**src/rtl/exu_bp_pkg.sv**
```systemverilog
// Shared types and defaults for the EXU branch-predictor update path.
package exu_bp_pkg;

  localparam int BP_UPD_DEPTH_DEFAULT = 4;

  typedef struct packed {
    logic [31:1] pc;
    logic        misp;
    logic        ataken;
    logic [1:0]  hist;
    logic        way;
  } bp_upd_pkt_t;

endpackage

```
**src/rtl/exu_sat_cnt.sv**
```systemverilog
// Saturating up-counter with synchronous clear; clear beats increment.
module exu_sat_cnt #(
  parameter int CNT_W = 16
) (
  input  logic             clk,
  input  logic             rst,
  input  logic             inc,
  input  logic             clr,
  output logic [CNT_W-1:0] q
);

  always_ff @(posedge clk or posedge rst) begin
    if (rst) begin
      q <= '0;
    end else if (clr) begin
      q <= '0;
    end else if (inc && (q != '1)) begin
      q <= q + 1'b1;
    end
  end

endmodule

```
**src/rtl/exu_bp_upd_queue.sv**
```systemverilog
// In-order queue of resolved branch updates toward the predictor table-write port,
// with one-cycle-late cancel of the youngest entry and saturating statistics.
module exu_bp_upd_queue
  import exu_bp_pkg::*;
#(
  parameter int DEPTH = BP_UPD_DEPTH_DEFAULT,
  parameter int CNT_W = 16
) (
  input  logic             clk,
  input  logic             rst,
  input  logic             enq_valid,
  input  logic [31:1]      enq_pc,
  input  logic             enq_misp,
  input  logic             enq_ataken,
  input  logic [1:0]       enq_hist,
  input  logic             enq_way,
  input  logic             enq_kill,
  input  logic             stat_clr,
  output logic             upd_valid,
  input  logic             upd_ready,
  output logic [31:1]      upd_pc,
  output logic             upd_misp,
  output logic             upd_ataken,
  output logic [1:0]       upd_hist,
  output logic             upd_way,
  output logic             full,
  output logic             empty,
  output logic [CNT_W-1:0] cnt_accept,
  output logic [CNT_W-1:0] cnt_misp,
  output logic [CNT_W-1:0] cnt_drop,
  output logic [CNT_W-1:0] cnt_kill
);

  localparam int PTR_W = $clog2(DEPTH);
  localparam logic [PTR_W:0] FULL_CNT = (PTR_W+1)'(DEPTH);
  localparam logic [PTR_W:0] ONE_CNT  = (PTR_W+1)'(1);

  bp_upd_pkt_t      mem [DEPTH];
  logic [DEPTH-1:0] vld;
  logic [DEPTH-1:0] vld_nxt;
  logic [DEPTH-1:0] we;
  logic [PTR_W-1:0] wr_ptr;
  logic [PTR_W-1:0] rd_ptr;
  logic [PTR_W-1:0] wr_addr;
  logic [PTR_W:0]   count;
  logic             last_enq;

  logic        kill;
  logic        kill_head;
  logic        deq;
  logic        acc;
  logic        drop;
  bp_upd_pkt_t enq_pkt;
  bp_upd_pkt_t head_pkt;

  always_comb begin
    enq_pkt.pc     = enq_pc;
    enq_pkt.misp   = enq_misp;
    enq_pkt.ataken = enq_ataken;
    enq_pkt.hist   = enq_hist;
    enq_pkt.way    = enq_way;

    kill      = enq_kill & last_enq;
    // A kill of the only entry hides the head so the predictor cannot take it.
    kill_head = kill & (count == ONE_CNT);
    upd_valid = vld[rd_ptr] & ~kill_head;
    deq       = upd_valid & upd_ready;
    acc       = enq_valid & ((count != FULL_CNT) | deq);
    drop      = enq_valid & ~acc;
    // Kill + enqueue overwrites the killed slot instead of advancing.
    wr_addr   = kill ? (wr_ptr - 1'b1) : wr_ptr;

    we = '0;
    for (int unsigned i = 0; i < DEPTH; i++) begin
      we[i] = acc & (wr_addr == PTR_W'(i));
    end

    vld_nxt = vld;
    if (deq)  vld_nxt[rd_ptr]  = 1'b0;
    if (kill) vld_nxt[wr_addr] = 1'b0;
    if (acc)  vld_nxt[wr_addr] = 1'b1;
  end

  always_ff @(posedge clk or posedge rst) begin
    if (rst) begin
      wr_ptr   <= '0;
      rd_ptr   <= '0;
      count    <= '0;
      last_enq <= 1'b0;
      vld      <= '0;
    end else begin
      last_enq <= acc;
      vld      <= vld_nxt;
      count    <= count + {{PTR_W{1'b0}}, acc} - {{PTR_W{1'b0}}, deq}
                        - {{PTR_W{1'b0}}, kill};
      if (deq) rd_ptr <= rd_ptr + 1'b1;
      if (acc && !kill) begin
        wr_ptr <= wr_ptr + 1'b1;
      end else if (kill && !acc) begin
        wr_ptr <= wr_ptr - 1'b1;
      end
    end
  end

  always_ff @(posedge clk or posedge rst) begin
    if (rst) begin
      for (int unsigned i = 0; i < DEPTH; i++) mem[i] <= '0;
    end else begin
      for (int unsigned i = 0; i < DEPTH; i++) begin
        if (we[i]) mem[i] <= enq_pkt;
      end
    end
  end

  assign head_pkt   = mem[rd_ptr];
  assign upd_pc     = head_pkt.pc;
  assign upd_misp   = head_pkt.misp;
  assign upd_ataken = head_pkt.ataken;
  assign upd_hist   = head_pkt.hist;
  assign upd_way    = head_pkt.way;
  assign full       = (count == FULL_CNT);
  assign empty      = (count == '0);

  exu_sat_cnt #(.CNT_W(CNT_W)) u_cnt_accept (
    .clk(clk), .rst(rst), .inc(acc), .clr(stat_clr), .q(cnt_accept)
  );
  exu_sat_cnt #(.CNT_W(CNT_W)) u_cnt_misp (
    .clk(clk), .rst(rst), .inc(acc & enq_misp), .clr(stat_clr), .q(cnt_misp)
  );
  exu_sat_cnt #(.CNT_W(CNT_W)) u_cnt_drop (
    .clk(clk), .rst(rst), .inc(drop), .clr(stat_clr), .q(cnt_drop)
  );
  exu_sat_cnt #(.CNT_W(CNT_W)) u_cnt_kill (
    .clk(clk), .rst(rst), .inc(kill), .clr(stat_clr), .q(cnt_kill)
  );

endmodule

```
**config.mk**
```make
export PLATFORM = sky130hd
export DESIGN_NAME = exu_bp_upd_queue
export DESIGN_NICKNAME = d
export VERILOG_FILES = /design/src/rtl/exu_bp_pkg.sv /design/src/rtl/exu_sat_cnt.sv /design/src/rtl/exu_bp_upd_queue.sv
export SDC_FILE = /design/constraint.sdc
export NUM_CORES = 1
export LEC_CHECK = 0
export CORE_UTILIZATION = 45
export DETAILED_ROUTE_END_ITERATION = 16
export DONT_BUFFER_PORTS = 1
export GPL_ROUTABILITY_DRIVEN = 0
export PLACE_DENSITY = 0.65
export RECOVER_POWER = 25
export SLEW_MARGIN = 20
export SYNTH_ARGS = -nofsm -noshare
export SYNTH_HDL_FRONTEND = slang
export SYNTH_SLANG_ARGS = --single-unit
```
**constraint.sdc**
```tcl
create_clock -name clk -period 8.8 [get_ports clk]
set_input_delay 1.76 -clock clk [delete_from_list [all_inputs] [get_ports clk]]
set_output_delay 1.76 -clock clk [all_outputs]
set_load 0.03 [all_outputs]
```
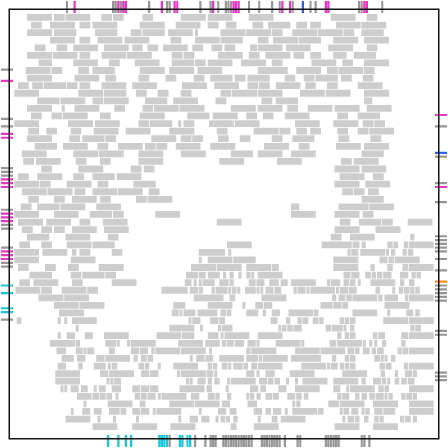
(run_1/io_placement.png)
Pins as bars across the die edge, other pins in grey.
enq_misp -> orange  # pins 1, direction input, edge right
upd_pc -> magenta  # pins 31, direction output, edge 17 top, 12 left, 2 right
cnt_drop -> cyan  # pins 16, direction output, edge 12 bottom, 4 left
upd_hist -> blue  # pins 2, direction output, edge 1 right, 1 top
all pins by edge = 50 bottom, 41 top, 29 left, 25 right
Chip Height: 154 um
floorplan die width: 154 um
number of input and output port buffers inserted: 0

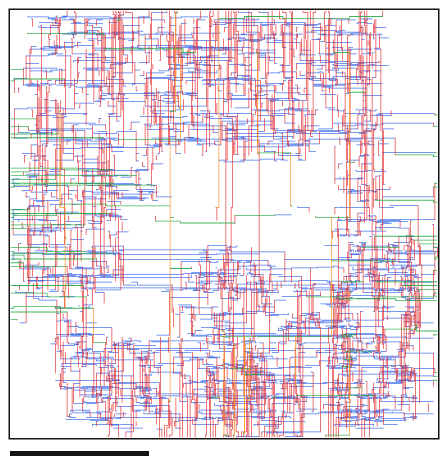
(run_1/wires.png)
The bar under the picture is 50 um long.
metal 3 -> green  # wire length 1,290 um
metal 1 -> blue  # wire length 9,170 um
metal 2 -> red  # wire length 10,200 um
metal 4 -> orange  # wire length 648 um

==> Changelog: implementation, run 1 <==
## Implementation

- Outcome: complete, but fails checks
- Failing checks: max-capacitance violations, max-slew violations
- TritonRoute pass-1 iters: 4
- Dominant register cell: dfrtp_1
- Total net switching power: 1.47 mW
- Number of nets at the end of the flow: between 800 and 900
- Vias post-DR: 6,340
- Period utilisation layout: 49.1%
- Post-layout instance area: 0.0115 mm^2
- Maximum number of pins on one net before global-route repair: ~76
- GRT Resource Usage Total: a little under a fifth
- Detailed-route wire length per cell: just under 20 um
- CP startpoint kind: input port
- Number of nets with antenna violations after routing: 0
- Unrepaired setup endpoints after global routing: no
- Cts-stage hold buffer count: 0
- XOR/XNOR Fraction of Synth Area: 2.96%
- Total number of yosys warnings: 0
- Switching share of total power: 34.6%
- Yosys synthesis chip area: 0.0103 mm^2
- Relative area change from synthesis to final layout: 10.7%
- Post-route minimum period: roughly 4.3 ns
- Count of cell types in the netlist: 57
- Average footprint of a synthesized cell: 13.1 um^2
- Maximum capacitance violations: 1
- Post-synth EDFFs: 0
- Max Transition Viols Final: 76
- Delay contributed by the slowest stage of the critical path: between 0.5 and 0.6 ns
- Setup-violating endpoint count in the final report: 0
- Drt total wl: 21.3 mm
- Leakage Power: 4.70 nW
- Cell internal power dissipation: between 2 and 3 mW
- Total clock network power: 1.10 mW
- WP data required: a little over 7 ns
- CTS sink cnt: 220
- Async set or reset register ratio after synthesis: 100%
- Number of gates given a new drive strength after cts: 0
- Number of I/O pins: approximately 150
- H-tree levels: 1
- Total DRC errors in the routed layout: 0
- Type of the worst setup path: in2out
- Fraction of power consumed by combinational cells: 35.8%
- R2R setup slack: ~5.2 ns
- TritonCTS clock tree: built
- Max FFs per register: 144
- Via count of the first global-routing pass: 6,481
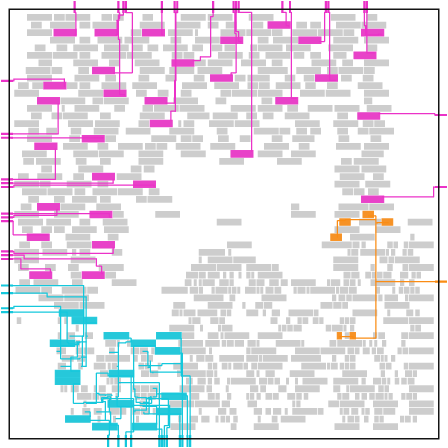
(run_1/io_fan.png)
enq_misp -> orange  # bits 1, direction input, edge right, end cells 6, buffers 0, wire 107 um
upd_pc -> magenta  # bits 31, direction output, edge 17 top, 12 left, 2 right, end cells 31, buffers 0, wire 828 um
cnt_drop -> cyan  # bits 16, direction output, edge 12 bottom, 4 left, end cells 16, buffers 0, wire 765 um

==> run 1: cell usage after synthesis (4+ instances only) <==
cell       number  area (um^2)
a211oi_1        6         45.0
a21oi_1        33          165
and2_1          5         31.3
and3_1         10         62.6
and4_1          8         70.1
buf_2          12         60.1
buf_4           5         37.5
clkbuf_1       18         67.6
dfrtp_1       220         5510
ha_1           12          150
inv_1          13         48.8
mux2_2        145         1630
mux4_2         37          833
nand2_1        29          109
nand3_1        22          110
nand4_1        17          106
nor2_1         44          165
nor2b_1         4         25.0
o2111ai_1       6         52.6
o21ai_0        24          120
o31ai_1         9         67.6
or3_1          20          125
or4_1           8         60.1
xnor2_1        21          184
xor2_1         14          123
==> run 1: routing by layer <==
layer | share of wire [%] | GRT usage [%]
met1 | 43 | 24.5
met2 | 48 | 30.4
met3 | 6.1 | 4.96
met4 | 3.0 | 5.71
met5 | 0 | 0
==> run 1: path summary, 6_finish.rpt <==
| kind | depth (start not counted) | end | from |
|---|---|---|---|
| worst max-delay path | 2 | upd_valid | enq_kill |
| worst max register to register | 10 | count[2]$_DFF_PP0_ | rd_ptr[0]$_DFFE_PP0N_ |
| min in group asynchronous | 1 | mem[137]$_DFFE_PP0P_ | rst |
| worst min-delay path | 1 | mem[41]$_DFFE_PP0P_ | mem[41]$_DFFE_PP0P_ |
| max in group asynchronous | 2 | mem[43]$_DFFE_PP0P_ | rst |
| worst min register to register | 1 | mem[41]$_DFFE_PP0P_ | mem[41]$_DFFE_PP0P_ |
==> run 1: cell type report <==
class	count	area, um^2
well taps	285	357
repair buffers	5	37.5
fillers	1966	11100
inverters	15	57.6
flip-flops and latches	220	5510
clock buffers	33	686
clock inverters	11	193
multi-input cells	515	4620
==> run 2: changes to the inputs <==
--- a/config.mk
+++ b/config.mk
@@ -9,7 +9,7 @@
 export DETAILED_ROUTE_END_ITERATION = 16
 export DONT_BUFFER_PORTS = 1
 export GPL_ROUTABILITY_DRIVEN = 0
-export PLACE_DENSITY = 0.65
+export PLACE_DENSITY = 0.67
 export RECOVER_POWER = 25
 export SLEW_MARGIN = 20
 export SYNTH_ARGS = -nofsm -noshare
==> constraint.sdc (replaced) <==
create_clock -name clk -period 3.8 [get_ports clk]
set_input_delay 0.76 -clock clk [delete_from_list [all_inputs] [get_ports clk]]
set_output_delay 0.76 -clock clk [all_outputs]
set_load 0.03 [all_outputs]
==> run 2 against run 1 <==
Against the previous run:
- the run still ends with max-capacitance violations, max-slew violations left
- critical path depth did not move
- synthesized cell count did not move
- final area fell by 0.43%
- die area did not move
- register-to-register slack got worse by 4.3 ns
- combinational power rose by 140%
- clock power rose by 110%
- first-iteration DRC count fell by 16%
- critical endpoint is now upd_pc[12]
- largest cell class unchanged
- largest power group unchanged
==> Changelog: implementation, run 2 <==
## Implementation

- Type of the worst setup path: reg2out (was in2out)
- Met1 GRT Util: 25.3% (was 24.5%)
- Dominant register cell: dfrtp_1 (unchanged)
- Via count of the first global-routing pass: 6,350 (was 6,481)
- Detail Route met3 WL: 1.25 mm (was 1.29 mm)
- Post-synth EDFFs: 0 (unchanged)
- Area leader share: 53.2% (unchanged)
- M1 WL: 9.67 mm (was 9.17 mm)
- Most frequent cell after synthesis: dfrtp_1 (unchanged)
- Relative area change from synthesis to final layout: 10.2% (was 10.7%)
- Top layer reached by signal wires: met4 (unchanged)
- Launch instance of the worst register-to-register path: rd_ptr[0]$_DFFE_PP0N_ (unchanged)
- Average footprint of a synthesized cell: 13.1 um^2 (unchanged)
- Floorplan die width: 154 um (unchanged)
- Post-route minimum period: just over 3 ns
- Chip Height: 154 um (unchanged)
- Count of cell types in the netlist: 57 (unchanged)
- CP startpoint kind: flop (was input port)
- GRT Resource Usage Total: 18.5% (was 18.7%)
- Period utilisation layout: 79.6%
- Maximum number of pins on one net before global-route repair: 98 (was 76)
- Drt total wl: 21.3 mm (about the same)
- Total number of yosys warnings: 0 (unchanged)
- CTS sink cnt: 220 (unchanged)
- Met2 usage in global routing: 29.0% (was 30.4%)
- Most heavily used metal layer in global routing: met2 (unchanged)
- Yosys synthesis chip area: 0.0103 mm^2 (unchanged)
- Vias post-DR: 6,333 (was 6,340)
- Async set or reset register ratio after synthesis: 100% (unchanged)
- Number of gates given a new drive strength after cts: 0 (unchanged)
- Maximum capacitance violations: 2 (was 1)
- Start point of the critical path: rd_ptr[0]$_DFFE_PP0N_ (was enq_kill)
- Met2 wire len: 9.88 mm (was 10.2 mm)
- Global-route track usage on met3: 4.99% (was 4.96%)
- Setup-violating endpoint count in the final report: 0 (unchanged)
- TritonRoute pass-1 iters: 5 (was 4)
- Unrepaired setup endpoints after global routing: no (unchanged)
- Max Transition Viols Final: 98 (was 76)
- Largest area contributor in the netlist: dfrtp_1 (unchanged)
- Leakage Power: 4.67 nW (was 4.70 nW)
- H-tree levels: 1 (unchanged)
- Total DRC errors in the routed layout: 0 (unchanged)
- Cts-stage hold buffer count: 0 (unchanged)
- Number of nets at the end of the flow: 842 (was 837)
- Max FFs per register: 144 (unchanged)
- Top cells by area: dfrtp_1, mux2_2, mux4_2 (unchanged)
- Outcome: complete, but fails checks (unchanged)
- TritonCTS clock tree: built (unchanged)
- Failing checks: max-capacitance violations, max-slew violations (unchanged)
-- run 2: cell counts after synthesis --
No cell type changed its count.
-- run 2: power breakdown --
part	switching (mW)	internal, mW
sequential	0.455	3.22
clock	0.892	1.41
combinational	2.00	1.63
total	3.34	6.27
-- run 2: metrics by stage --
stage               instance area (um^2)  total power, mW
global placement                   10600             7.32
CTS                                11400             9.76
floorplan                          10400             6.79
global route                       11400             10.2
detailed placement                 10600             7.42
finish                             11400             9.61
-- run 2: critical path: stages (launching register included) --
cell,delay (ns)
dfrtp_2,0.37
buf_4,0.65
mux4_2,0.72
-- run 2: path summary, 6_finish.rpt --
path / depth (start not counted) / slack, ns / end
worst max-delay path: 2 / 0.78 / upd_pc[12]
worst min-delay path: 1 / 0.31 / u_cnt_drop.q[13]$_DFFE_PP0P_
worst max register to register: 9 / 0.96 / count[2]$_DFF_PP0_
worst min register to register: 1 / 0.50 / mem[41]$_DFFE_PP0P_
max in group asynchronous: 2 / 1.04 / rd_ptr[1]$_DFFE_PP0N_
min in group asynchronous: 1 / 0.42 / mem[112]$_DFFE_PP0P_
-- run 2: cell families (layout without fill, tap and decap cells) --
kind of cell               after synthesis  count (layout)  synth area share (%)
AOI/OAI and AO/OA                       96              96                  6.00
xor gates and xnor gates                35              35                  2.96
adders and majority gates               13              13                  1.64
buffers and inverters                   53              67                  2.25
DFF                                    220             220                  53.2
muxes                                  188             188                  24.4
and+or+nand+nor                        183             183                  9.49
-- run 2: cell type report --
type | instances | area [um^2]
clock inverter | 4 | 72.6
tap | 285 | 357
multi-input combinational | 515 | 4610
clock buffer | 37 | 711
inverter | 15 | 57.6
fill | 1968 | 11200
timing repair buffer | 11 | 88.8
sequential | 220 | 5510
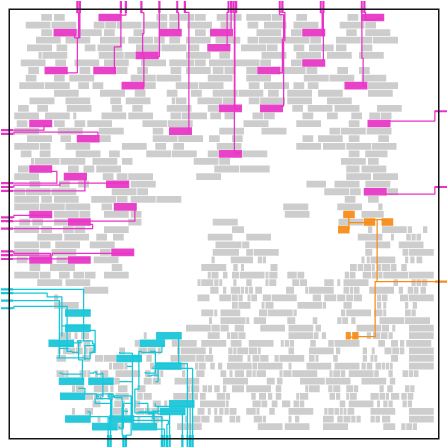
(run_2/io_fan.png)
upd_pc -> magenta  # bits 31, direction output, edge 18 top, 11 left, 2 right, end cells 31, buffers 0, wire 782 um
enq_misp -> orange  # bits 1, direction input, edge right, end cells 6, buffers 0, wire 95.0 um
cnt_drop -> cyan  # bits 16, direction output, edge 12 bottom, 4 left, end cells 16, buffers 0, wire 726 um
number of I/O pins: 145

No activity file was given, so power comes from the tool's default toggle rates.
